$ cat src/rtl/bcd_serial_adder.sv
// Digit-serial BCD adder: one 4-bit BCD digit per clock, least significant digit first.
module bcd_serial_adder #(
    parameter int unsigned DIGITS = 4
) (
    input  logic                clk,
    input  logic                rst_n,
    input  logic                start_valid,
    output logic                start_ready,
    input  logic [4*DIGITS-1:0] a_in,
    input  logic [4*DIGITS-1:0] b_in,
    input  logic                cin,
    output logic [4*DIGITS-1:0] sum_out,
    output logic                cout,
    output logic                done,
    output logic                busy,
    output logic                bad_digit
);

    localparam int unsigned W     = 4 * DIGITS;
    localparam int unsigned IDX_W = (DIGITS > 1) ? $clog2(DIGITS) : 1;

    localparam logic [1:0] S_IDLE = 2'd0;
    localparam logic [1:0] S_ADD  = 2'd1;
    localparam logic [1:0] S_DONE = 2'd2;

    logic [1:0]       r_state;
    logic [W-1:0]     r_a;
    logic [W-1:0]     r_b;
    logic [W-1:0]     r_acc;
    logic             r_carry;
    logic             r_bad;
    logic [IDX_W-1:0] r_idx;

    logic [1:0]       w_next_state;
    logic             w_last;
    logic [4:0]       w_raw;
    logic [4:0]       w_adj;
    logic             w_gt9;
    logic [3:0]       w_digit;
    logic             w_bad_next;
    logic [W-1:0]     w_acc_next;

    // Ready only while idle and out of reset
    assign start_ready = (r_state == S_IDLE) && rst_n;

    // Single-digit BCD step on the current low digit of the shifting operands
    always_comb begin
        w_last     = (r_idx == IDX_W'(DIGITS - 1));
        w_raw      = 5'(r_a[3:0]) + 5'(r_b[3:0]) + 5'(r_carry);
        w_adj      = w_raw + 5'd6;
        w_gt9      = (w_raw > 5'd9);
        w_digit    = w_gt9 ? w_adj[3:0] : w_raw[3:0];
        w_bad_next = r_bad | (r_a[3:0] > 4'd9) | (r_b[3:0] > 4'd9);
        w_acc_next = (r_acc >> 4) | (W'(w_digit) << (W - 4));
    end

    // Next-state logic
    always_comb begin
        w_next_state = r_state;
        case (r_state)
            S_IDLE:  if (start_valid) w_next_state = S_ADD;
            S_ADD:   if (w_last)      w_next_state = S_DONE;
            S_DONE:                   w_next_state = S_IDLE;
            default:                  w_next_state = S_IDLE;
        endcase
    end

    // State register
    always_ff @(posedge clk) begin
        if (!rst_n) r_state <= S_IDLE;
        else        r_state <= w_next_state;
    end

    // Operand capture, digit accumulation and result registers
    always_ff @(posedge clk) begin
        if (!rst_n) begin
            r_a       <= '0;
            r_b       <= '0;
            r_acc     <= '0;
            r_carry   <= 1'b0;
            r_bad     <= 1'b0;
            r_idx     <= '0;
            sum_out   <= '0;
            cout      <= 1'b0;
            bad_digit <= 1'b0;
            done      <= 1'b0;
            busy      <= 1'b0;
        end else begin
            case (r_state)
                S_IDLE: begin
                    if (start_valid) begin
                        r_a     <= a_in;
                        r_b     <= b_in;
                        r_carry <= cin;
                        r_bad   <= 1'b0;
                        r_idx   <= '0;
                    end
                end
                S_ADD: begin
                    r_a     <= r_a >> 4;
                    r_b     <= r_b >> 4;
                    r_carry <= w_gt9;
                    r_bad   <= w_bad_next;
                    r_idx   <= r_idx + IDX_W'(1);
                    r_acc   <= w_acc_next;
                    if (w_last) begin
                        sum_out   <= w_acc_next;
                        cout      <= w_gt9;
                        bad_digit <= w_bad_next;
                    end
                end
                default: ;
            endcase
            done <= (r_state == S_ADD) && w_last;
            busy <= (w_next_state != S_IDLE);
        end
    end

endmodule
$ cat config.mk
export PLATFORM = sky130hd
export DESIGN_NAME = bcd_serial_adder
export DESIGN_NICKNAME = d
export VERILOG_FILES = /design/src/rtl/bcd_serial_adder.sv
export SDC_FILE = /design/constraint.sdc
export NUM_CORES = 1
export LEC_CHECK = 0
export CAP_MARGIN = 10
export CORE_MARGIN = 2
export CORE_UTILIZATION = 51
export CTS_CLUSTER_SIZE = 16
export DETAILED_ROUTE_END_ITERATION = 16
export GPL_TIMING_DRIVEN = 0
export PLACE_DENSITY = 0.79
export RECOVER_POWER = 25
export SETUP_SLACK_MARGIN = 0.02
export SLEW_MARGIN = 20
export SYNTH_ARGS = -nofsm -noshare
export SYNTH_HDL_FRONTEND = slang
export SYNTH_SLANG_ARGS = --single-unit
$ cat constraint.sdc
create_clock -name clk -period 3.3 [get_ports clk]
set_input_delay 0.825 -clock clk [delete_from_list [all_inputs] [get_ports clk]]
set_output_delay 0.825 -clock clk [all_outputs]
set_load 0.02 [all_outputs]
==> flow_summary.yaml <==
# flow metrics
status:
  status: "complete, no violations"
worst_setup_path:
  slowest_stage: "clkdlybuf4s50_1"
  path_class: "input port to output port"
  worstPathBufferInverterCount: 4
  r2r_setup_slack_ns: 0.22
  start_kind: "input port"
  cp-end-kind: "output port"
  critPathTopFamily: "buffers and inverters"
  max_stage_delay_ns: 0.63
  cp_max_fo: 10
  critPathArrivalTime_ns: 2.27
  cp.required_ns: 2.47
  worstPathCellList: "clkbuf_2, inv_1, clkbuf_1, nor3_1, clkdlybuf4s50_1"
sta:
  final-hold-violation-count: 0
  holdWs_ns: 0.453
  fmax_ghz: 0.324
  fin_skew_ns: 0.00624
  worst_pin_slew_ns: 0.623
  grt_setup_unrepaired: "no"
  min_period_ns: 3.09
  finalCritPeriodShare_pct: 93.7
  drv_slew: 0
  fin_setup_tns_ns: 0
synthesis:
  ys_cells: 353
  yosys.area_share.simple_pct: 17.6
  yosysChipArea_um2: 2970
  synth.most_common_cell: "dfxtp_1"
  synth_nets: 396
  aoi_share_pct: 25.9
  yosysUniqueCellTypes: 36
  logic_family: "AND-OR/OR-AND gates"
  synthTopCellsByArea: "dfxtp_1, a21oi_1, nand2_1"
  synthArstFlopShare_pct: 0
  top_area_cell: "dfxtp_1"
  synth-edff-count: 0
  ys_sh_mux_pct: 0.338
  ys_warn_count: 0
  synthCells: 353
  synth-seq-cells: 70
  top_cell_area_share_pct: 47.3
  synthTopCellsByCount: "dfxtp_1, nand2_1, a21oi_1"
  syn_area_um2: 2970
  fa_ha_area_share_pct: 3.46
  synth_area_per_cell_um2: 8.40
  yosys.area_share.xor_xnor_pct: 0.295
  ys_seq_share_pct: 47.3
  synthFlopType: "dfxtp_1"
drt:
  ant_nets: 0
  wl_met3_um: 380
  met2_length_mm: 3.44
  drtIter0Drc: 164
  wire_per_inst_um: 14.8
  m1WireLength_mm: 3.42
  drc: 0
  highest_layer: "met4"
  via_per_inst: 5.60
  drtPass1Iterations: 5
cells_and_area:
  nets: 462
  drive_above_1_share_pct: 6.84
  diodes: 0
  reg_top3: "r_a x16, r_b x16, sum_out x16"
  stdcell_count: 496
pwr:
  p_comb_share_pct: 16.0
  internal_power_w: 0.00152
  pwr-share-clk_pct: 39.1
  swShare_pct: 25.9
  p_sw_w: 0.000530
  vdd_drop_max_mv: 0.368
  cellLeakagePower_nw: 1.40
  maxPowerGroup: "sequential cells"
  seq_power_share_pct: 44.9
  pwr_density_cell_nw_per_um2: 534
  comb-power_w: 0.000327
  finalPower_w: 0.00205
  p_clk_w: 0.000801
grt:
  grt_util_met3_pct: 4.83
  first_global_vias: 2655
  grt_pass1_wl_mm: 12.4
  grt_usage_pct: 25.3
  gr-total-overflow: 0
  met2_usage_pct: 39.9
  grt_max_degree: 12
  use_met1_pct: 34.1
  antenna_found_initial: 0
  grt-busiest-layer: "met2"
clocking:
  cts_tree: "done"
  clockBufferDepth: 2
  cts_hold_buf: 0
  numCtsBuffers: 9
  clk_pin_slew_ns: 0.07
  clock-root-buffer: "clkbuf_8"
  clock_latency_ns: 0.35
  htreeDepth: 3
  cts_sinks: 70
floorplan:
  floorplanUtilization_pct: 53.2
  die_x_um: 80.3
  chip_area_um2: 6440
  rows: 27
  die_h_um: 80.3
run:
  warnings: 26
  timing.max_cap.violations: 0
placed_design:
  placed_cells: 480
  place_area_um2: 3610
  finalWeightedCongestion: 0.976
  preCtsSetupSlack_ns: 0.0698
  dp_hpwl_mm: 5.33
worst_hold_path:
  hp-class: "register to register"
-- what timing repair did --
action | 4_1_cts | 5_1_grt
endpoints found under the setup margin | 0 | 1
gates resized | 0 | 2
buffers inserted | 0 | 0
-- layout make-up --
class / instances / area [um^2] / area share [%]
Multi-Input combinational cell: 243 / 1410 / 36.7
Sequential cell: 70 / 1400 / 36.5
Timing Repair Buffer: 55 / 551 / 14.3
Clock buffer: 13 / 169 / 4.40
Buffer: 25 / 96.3 / 2.51
Tap cell: 72 / 90.1 / 2.35
Clock inverter: 3 / 65.1 / 1.69
Inverter: 15 / 56.3 / 1.47
-- path summary, 6_finish.rpt --
check	from	endpoint	cells after the start
max	rst_n	start_ready	5
min reg2reg	sum_out[10]	sum_out[10]	2
min	sum_out[10]	sum_out[10]	2
max reg2reg	r_a[0]	r_acc[15]	10
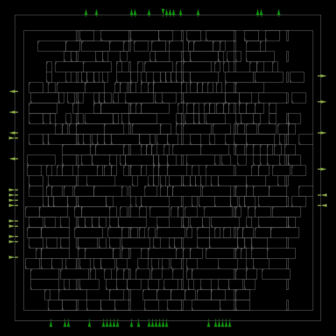
(images/placement.png)
flop count: 70
fill count: 480
core area: 5570 um^2
n_taps: 72
final cell utilization of the core: 68.9%

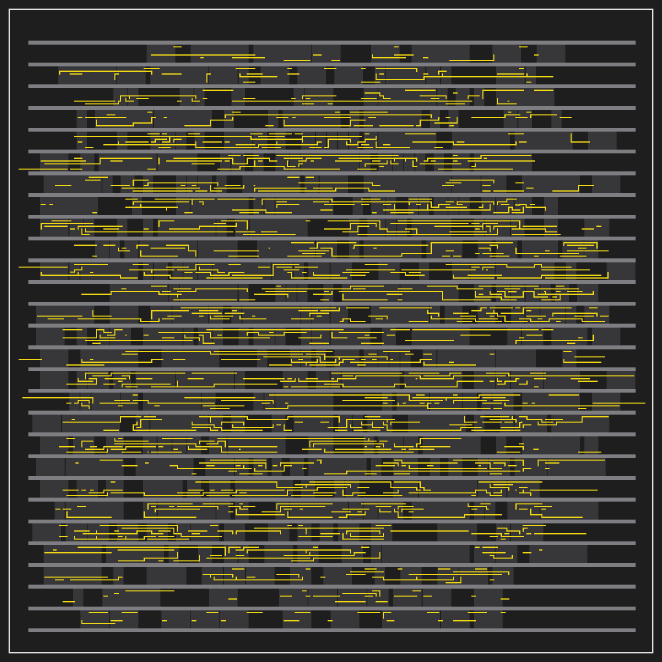
(images/layer_met1.png)
(8 px per um) Supply wires on this layer in grey. Cells faint in the background.
The wires run mostly horizontal. The layer holds 46% of the routed length.
DR vias: 2777
final wirelength: 7.35 mm

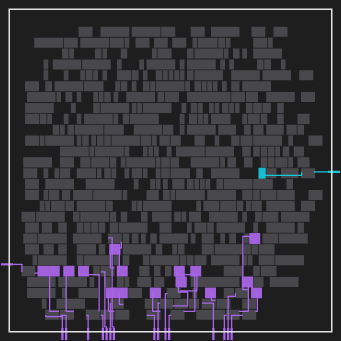
(images/io_fan.png)
(4 px per um)
`start_ready`: marked cyan, bits 1, direction output, end cells 1, buffers 1, wire 14.3 um. `b_in`: marked purple, bits 16, direction input, end cells 16, buffers 16, wire 272 um.
Top Ports: 57
I/O Buffers: 55

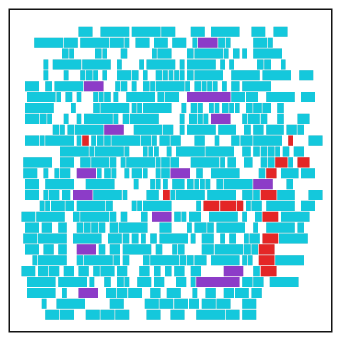
(images/sizes.png)
(4 px per um)
_0 and _1 cells: marked cyan, cells 395, most used dfxtp_1. _2 cells: marked red, cells 15, most used o221a_2. _6 and larger: marked purple, cells 14, most used clkbuf_8.
area added between synthesis and finish: 29.5%
slack of the critical path: 0.209 ns
Design Area, Final: 3840 um^2
Non-clock buffers: 80

No activity file was given, so power comes from the tool's default toggle rates.
